==> src/rtl/fetch_pkg.sv <==
`default_nettype none
// ============================================================================
// Module : fetch_pkg
// Brief  : Shared widths and entry type for the instruction fetch buffer.
// Rev    : 1.0
// ============================================================================
package fetch_pkg;

  localparam int INST_W = 32;
  localparam int BEAT_W = 64;
  localparam int PC_W   = 64;

  typedef struct packed {
    logic [63:0] pc;
    logic [31:0] inst;
  } inst_entry_t;

  function automatic logic [PC_W-1:0] line_base(input logic [PC_W-1:0] pc);
    return pc & ~64'h7;
  endfunction

endpackage
`default_nettype wire

==> src/rtl/inst_fetch_buffer_if.sv <==
`default_nettype none
// ============================================================================
// Module : inst_fetch_buffer_if
// Brief  : Beat input, instruction output and status bundle of the fetch buffer.
// Rev    : 1.0
// ============================================================================
interface inst_fetch_buffer_if #(
  parameter int DEPTH = 16
);

  logic                          start_valid;
  logic [fetch_pkg::PC_W-1:0]    start_pc;
  logic                          beat_valid;
  logic [fetch_pkg::BEAT_W-1:0]  beat_data;
  logic                          flush;
  logic                          line_ready;
  logic                          inst_valid;
  logic [fetch_pkg::INST_W-1:0]  inst;
  logic [fetch_pkg::PC_W-1:0]    inst_pc;
  logic                          inst_ready;
  logic                          halt;
  logic                          overflow;
  logic [$clog2(DEPTH):0]        occupancy;

  modport master (
    output start_valid, start_pc, beat_valid, beat_data, flush, inst_ready,
    input  line_ready, inst_valid, inst, inst_pc, halt, overflow, occupancy
  );

  modport slave (
    input  start_valid, start_pc, beat_valid, beat_data, flush, inst_ready,
    output line_ready, inst_valid, inst, inst_pc, halt, overflow, occupancy
  );

endinterface
`default_nettype wire

==> src/rtl/inst_fetch_buffer_dual_push_fifo.sv <==
`default_nettype none
// ============================================================================
// Module : dual_push_fifo
// Brief  : FIFO of inst_entry_t taking up to two writes and one read per cycle.
// Rev    : 1.0
// ============================================================================
module dual_push_fifo
  import fetch_pkg::*;
#(
  parameter int DEPTH = 16
) (
  input  wire logic                   clk,
  input  wire logic                   reset,
  input  wire logic                   flush,
  input  wire logic [1:0]             push_cnt,
  input  wire inst_entry_t            push_data0,
  input  wire inst_entry_t            push_data1,
  input  wire logic                   pop,
  output inst_entry_t                 head,
  output logic [$clog2(DEPTH):0]      count,
  output logic [$clog2(DEPTH):0]      free
);

  localparam int c_aw = $clog2(DEPTH);

  inst_entry_t       r_mem [DEPTH];
  logic [c_aw:0]     r_wr_ptr;
  logic [c_aw:0]     r_rd_ptr;
  logic [c_aw-1:0]   w_wr_idx0;
  logic [c_aw-1:0]   w_wr_idx1;

  assign w_wr_idx0 = r_wr_ptr[c_aw-1:0];
  assign w_wr_idx1 = r_wr_ptr[c_aw-1:0] + c_aw'(1);

  always_ff @(posedge clk) begin
    if (!reset || flush) begin
      r_wr_ptr <= '0;
      r_rd_ptr <= '0;
    end else begin
      r_wr_ptr <= r_wr_ptr + (c_aw+1)'(push_cnt);
      if (pop && (count != '0)) begin
        r_rd_ptr <= r_rd_ptr + (c_aw+1)'(1);
      end
    end
  end

  // Storage carries no reset; the head is masked to zero whenever empty.
  always_ff @(posedge clk) begin
    if (reset && !flush) begin
      if (push_cnt != 2'd0) begin
        r_mem[w_wr_idx0] <= push_data0;
      end
      if (push_cnt == 2'd2) begin
        r_mem[w_wr_idx1] <= push_data1;
      end
    end
  end

  assign count = r_wr_ptr - r_rd_ptr;
  assign free  = (c_aw+1)'(DEPTH) - count;
  assign head  = (count != '0) ? r_mem[r_rd_ptr[c_aw-1:0]] : '0;

endmodule
`default_nettype wire

==> src/rtl/inst_fetch_buffer.sv <==
`default_nettype none
// ============================================================================
// Module : inst_fetch_buffer
// Brief  : Splits 64-bit bus beats into PC-tagged instructions for decode.
// Rev    : 1.0
// ============================================================================
module inst_fetch_buffer
  import fetch_pkg::*;
#(
  parameter int DEPTH          = 16,
  parameter int BEATS_PER_LINE = 8
) (
  input  wire logic         clk,
  input  wire logic         reset,
  inst_fetch_buffer_if.slave bus
);

  localparam int c_aw          = $clog2(DEPTH);
  localparam int c_line_thresh = (2*BEATS_PER_LINE < DEPTH) ? 2*BEATS_PER_LINE : DEPTH;

  logic [PC_W-1:0]   r_wr_pc;
  logic              r_skip_lo;
  logic              r_halt_pend;
  logic              r_halt;
  logic              r_overflow;

  inst_entry_t       w_head;
  inst_entry_t       w_d0;
  inst_entry_t       w_d1;
  logic [c_aw:0]     w_count;
  logic [c_aw:0]     w_free;
  logic [c_aw:0]     w_occ_nxt;
  logic [1:0]        w_words;
  logic [1:0]        w_push_cnt;
  logic [PC_W-1:0]   w_pc_eff;
  logic [PC_W-1:0]   w_base;
  logic              w_skip_eff;
  logic              w_term;
  logic              w_accept;
  logic              w_fits;
  logic              w_drop;
  logic              w_pop;
  logic              w_inst_valid;
  logic              w_halt_pend_nxt;
  logic [INST_W-1:0] w_lo;
  logic [INST_W-1:0] w_hi;

  assign w_lo = bus.beat_data[31:0];
  assign w_hi = bus.beat_data[63:32];

  always_comb begin
    w_pc_eff   = bus.start_valid ? bus.start_pc : r_wr_pc;
    w_skip_eff = bus.start_valid ? bus.start_pc[2] : r_skip_lo;
    w_base     = line_base(w_pc_eff);
    w_words    = 2'd0;
    w_term     = 1'b0;
    w_d0       = '0;
    w_d1       = '0;
    // A zero word terminates the stream and suppresses everything after it.
    if (!w_skip_eff) begin
      if (w_lo == '0) begin
        w_term = 1'b1;
      end else begin
        w_d0    = '{pc: w_base, inst: w_lo};
        w_words = 2'd1;
        if (w_hi == '0) begin
          w_term = 1'b1;
        end else begin
          w_d1    = '{pc: w_base + 64'd4, inst: w_hi};
          w_words = 2'd2;
        end
      end
    end else begin
      if (w_hi == '0) begin
        w_term = 1'b1;
      end else begin
        w_d0    = '{pc: w_base + 64'd4, inst: w_hi};
        w_words = 2'd1;
      end
    end
  end

  assign w_inst_valid    = (w_count != '0);
  assign w_accept        = bus.beat_valid && !bus.flush && !r_halt_pend;
  assign w_fits          = ((c_aw+1)'(w_words) <= w_free);
  assign w_push_cnt      = (w_accept && w_fits) ? w_words : 2'd0;
  assign w_drop          = w_accept && !w_fits;
  assign w_pop           = w_inst_valid && bus.inst_ready && !bus.flush;
  assign w_halt_pend_nxt = !bus.flush && (r_halt_pend || (w_accept && w_fits && w_term));
  assign w_occ_nxt       = bus.flush ? '0
                         : w_count + (c_aw+1)'(w_push_cnt) - (c_aw+1)'(w_pop);

  dual_push_fifo #(
    .DEPTH (DEPTH)
  ) u_fifo (
    .clk        (clk),
    .reset      (reset),
    .flush      (bus.flush),
    .push_cnt   (w_push_cnt),
    .push_data0 (w_d0),
    .push_data1 (w_d1),
    .pop        (w_pop),
    .head       (w_head),
    .count      (w_count),
    .free       (w_free)
  );

  always_ff @(posedge clk) begin
    if (!reset) begin
      r_wr_pc     <= '0;
      r_skip_lo   <= 1'b0;
      r_halt_pend <= 1'b0;
      r_halt      <= 1'b0;
      r_overflow  <= 1'b0;
    end else begin
      if (bus.start_valid) begin
        r_wr_pc   <= bus.start_pc;
        r_skip_lo <= bus.start_pc[2];
      end
      // Dropped beats still advance the PC so later beats keep their addresses.
      if (w_accept) begin
        r_wr_pc   <= w_base + 64'd8;
        r_skip_lo <= 1'b0;
      end
      if (bus.flush) begin
        r_skip_lo <= 1'b0;
      end
      r_halt_pend <= w_halt_pend_nxt;
      r_halt      <= w_halt_pend_nxt && (w_occ_nxt == '0);
      if (w_drop) begin
        r_overflow <= 1'b1;
      end
    end
  end

  assign bus.inst_valid = w_inst_valid;
  assign bus.inst       = w_head.inst;
  assign bus.inst_pc    = w_head.pc;
  assign bus.occupancy  = w_count;
  assign bus.line_ready = (w_free >= (c_aw+1)'(c_line_thresh));
  assign bus.halt       = r_halt;
  assign bus.overflow   = r_overflow;

endmodule
`default_nettype wire

==> src/flat_wrapper.sv <==
// flat-port wrapper written by rule: the top's interface ports become plain ports
module inst_fetch_buffer_flat import fetch_pkg::*;
#(
  parameter int DEPTH          = 16,
  parameter int BEATS_PER_LINE = 8
)
  (clk, reset, bus_start_valid, bus_start_pc, bus_beat_valid, bus_beat_data, bus_flush, bus_inst_ready, bus_line_ready, bus_inst_valid, bus_inst, bus_inst_pc, bus_halt, bus_overflow, bus_occupancy);
  inst_fetch_buffer_if #(.DEPTH(DEPTH)) bus_i ();
  input  wire logic clk;
  input  wire logic reset;
  input wire logic [$bits(bus_i.start_valid)-1:0] bus_start_valid;
  input wire logic [$bits(bus_i.start_pc)-1:0] bus_start_pc;
  input wire logic [$bits(bus_i.beat_valid)-1:0] bus_beat_valid;
  input wire logic [$bits(bus_i.beat_data)-1:0] bus_beat_data;
  input wire logic [$bits(bus_i.flush)-1:0] bus_flush;
  input wire logic [$bits(bus_i.inst_ready)-1:0] bus_inst_ready;
  output wire logic [$bits(bus_i.line_ready)-1:0] bus_line_ready;
  output wire logic [$bits(bus_i.inst_valid)-1:0] bus_inst_valid;
  output wire logic [$bits(bus_i.inst)-1:0] bus_inst;
  output wire logic [$bits(bus_i.inst_pc)-1:0] bus_inst_pc;
  output wire logic [$bits(bus_i.halt)-1:0] bus_halt;
  output wire logic [$bits(bus_i.overflow)-1:0] bus_overflow;
  output wire logic [$bits(bus_i.occupancy)-1:0] bus_occupancy;
  assign bus_i.start_valid = bus_start_valid;
  assign bus_i.start_pc = bus_start_pc;
  assign bus_i.beat_valid = bus_beat_valid;
  assign bus_i.beat_data = bus_beat_data;
  assign bus_i.flush = bus_flush;
  assign bus_i.inst_ready = bus_inst_ready;
  assign bus_line_ready = bus_i.line_ready;
  assign bus_inst_valid = bus_i.inst_valid;
  assign bus_inst = bus_i.inst;
  assign bus_inst_pc = bus_i.inst_pc;
  assign bus_halt = bus_i.halt;
  assign bus_overflow = bus_i.overflow;
  assign bus_occupancy = bus_i.occupancy;
  inst_fetch_buffer #(.DEPTH(DEPTH), .BEATS_PER_LINE(BEATS_PER_LINE)) u_core (.clk(clk), .reset(reset), .bus(bus_i));
endmodule
==> config.mk <==
export PLATFORM = sky130hd
export DESIGN_NAME = inst_fetch_buffer_flat
export DESIGN_NICKNAME = d
export VERILOG_FILES = /design/src/rtl/fetch_pkg.sv /design/src/rtl/inst_fetch_buffer_if.sv /design/src/rtl/inst_fetch_buffer_dual_push_fifo.sv /design/src/rtl/inst_fetch_buffer.sv /design/src/flat_wrapper.sv
export SDC_FILE = /design/constraint.sdc
export NUM_CORES = 2
export LEC_CHECK = 0
export CAP_MARGIN = 10
export CORE_UTILIZATION = 50
export CTS_CLUSTER_SIZE = 16
export DETAILED_ROUTE_END_ITERATION = 8
export PLACE_DENSITY = 0.75
export SYNTH_ARGS = -nofsm -noshare
export SYNTH_HDL_FRONTEND = slang
export SYNTH_SLANG_ARGS = --single-unit
==> constraint.sdc <==
create_clock -name clk -period 16.4 [get_ports clk]
set_input_delay 2.46 -clock clk [delete_from_list [all_inputs] [get_ports clk]]
set_output_delay 2.46 -clock clk [all_outputs]
set_load 0.1 [all_outputs]
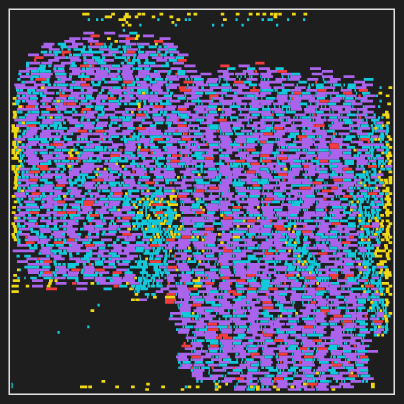
Figure 1: placement by cell class.
Scale: 1 px per um.
[cyan] remaining logic cells | cells: 2738
[purple] registers | cells: 1583
[red] clock drivers and dummy loads | cells: 290
[yellow] remaining buffers and delay cells | cells: 390

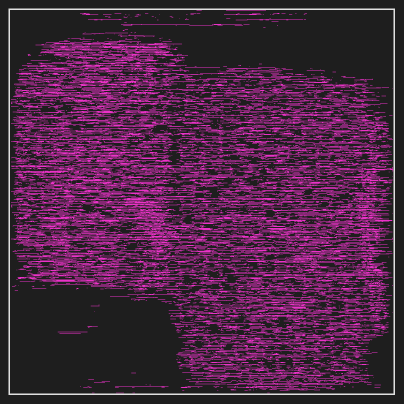
Figure 2: the metal 1 layer.
Scale: 1 px per um.
longest straight run: 87.4 um
wire length on this layer: 73.3 mm
share of all routed wire: 37%
nets with wire on the layer: 4843
main direction: horizontal

==> impl_metrics.yaml <==
# yosys + openroad results
drt:
  drc_errors: 44
  drtIter0Drc: 6374
  dr_wl_met2_mm: 95.7
synth:
  ys.flops: 1583
  syn_inst: 4855
  ys_sh_simple_pct: 8.91
  most_common_cell: "edfxtp_1"
worst_setup_path:
  r2r_start: "u_core.u_fifo.r_wr_ptr[0]"
  slowest_delay_ns: 0.98
  critPathKind: "in -> reg"
  r2r_slack_ns: 9.80
  crit_family: "simple AND/OR/NAND/NOR gates"
  cp_cell_sequence: "clkdlybuf4s50_1 > nor4_1 > nand4_1 > or2_0 > nand2_1 > buf_4 > a21boi_1 > ha_1 > nor2b_1 > o211ai_1 > nand4b_1 > o211ai_1 > buf_4 > nor4_1 > a21o_4 > buf_4"
  crit_required_ns: 16.80
floorplan:
  die_h_um: 384
  ios: 239
finish:
  bufAreaShareNonClock_pct: 4.36
  fin_area_mm2: 0.0822
  reg_top3: "u_core.u_fifo.r_mem: 1504 flops, u_core.r_wr_pc: 61 flops"
  largest_reg_flops: 1504
  regMostFlops: "u_core.u_fifo.r_mem"
  nMultiInputCombCells: 2706
  nClkBuffers: 218
final_timing:
  final-setup-viol-count: 0
  period_needed_ns: 9.74
  fin_crit_sh_pct: 59.4
  setup_slack_ns: 6.66
  hold_violations: 0
  max_freq_ghz: 0.103
  tightestPinTransition_ns: 1.31
clock_network:
  cts_tree: "yes"
  clock_sinks: 1583
  htree_levels: 4
  cts_resized: 0
power_and_ir_drop:
  p_sw_mw: 2.65
  switching_share_pct: 27.7
outcome:
  outcome: "finished, violations left"
  violations: "design-rule violations"
placed_design:
  place.gp.congestion: 0.845
grt:
  grt_overflow_total: 0
  antenna_found_initial: 12
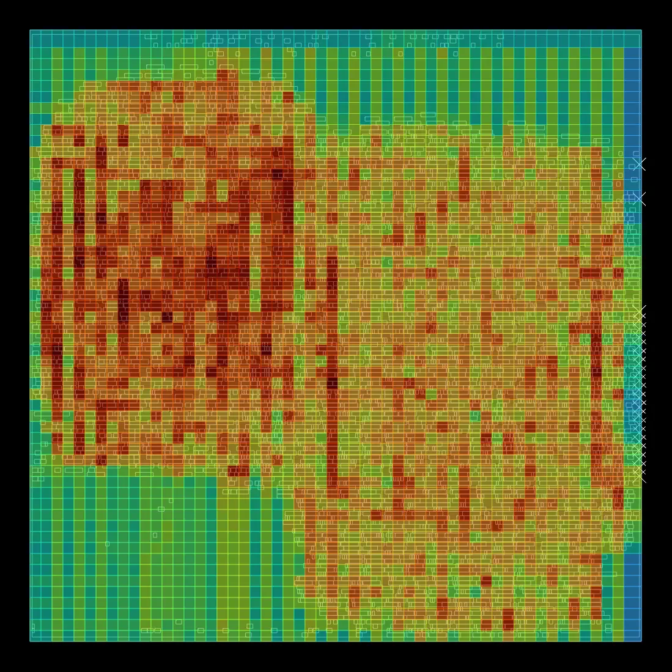
Figure 3: track usage over the die.
final core occ: 57.1%
routing usage on met1: 36.0%
GRT busiest layer: met2
Wirelength per Cell: 28.9 um

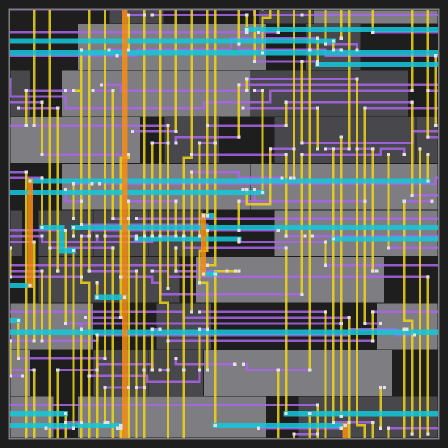
Figure 4: close-up of the layout.
Region (83, 275) to (108, 300) um. Cells in gray, sequential cells in the stronger gray; small squares are vias.
[yellow] M2
[orange] M4
[purple] M1
[cyan] M3
netlist names of flops here include: u_core.u_fifo.r_mem (9)
most frequent: edfxtp_1 (9), o2bb2ai_1 (8), mux4_2 (3)
sequential cells in the window: 9
cells with their middle in the window: 22

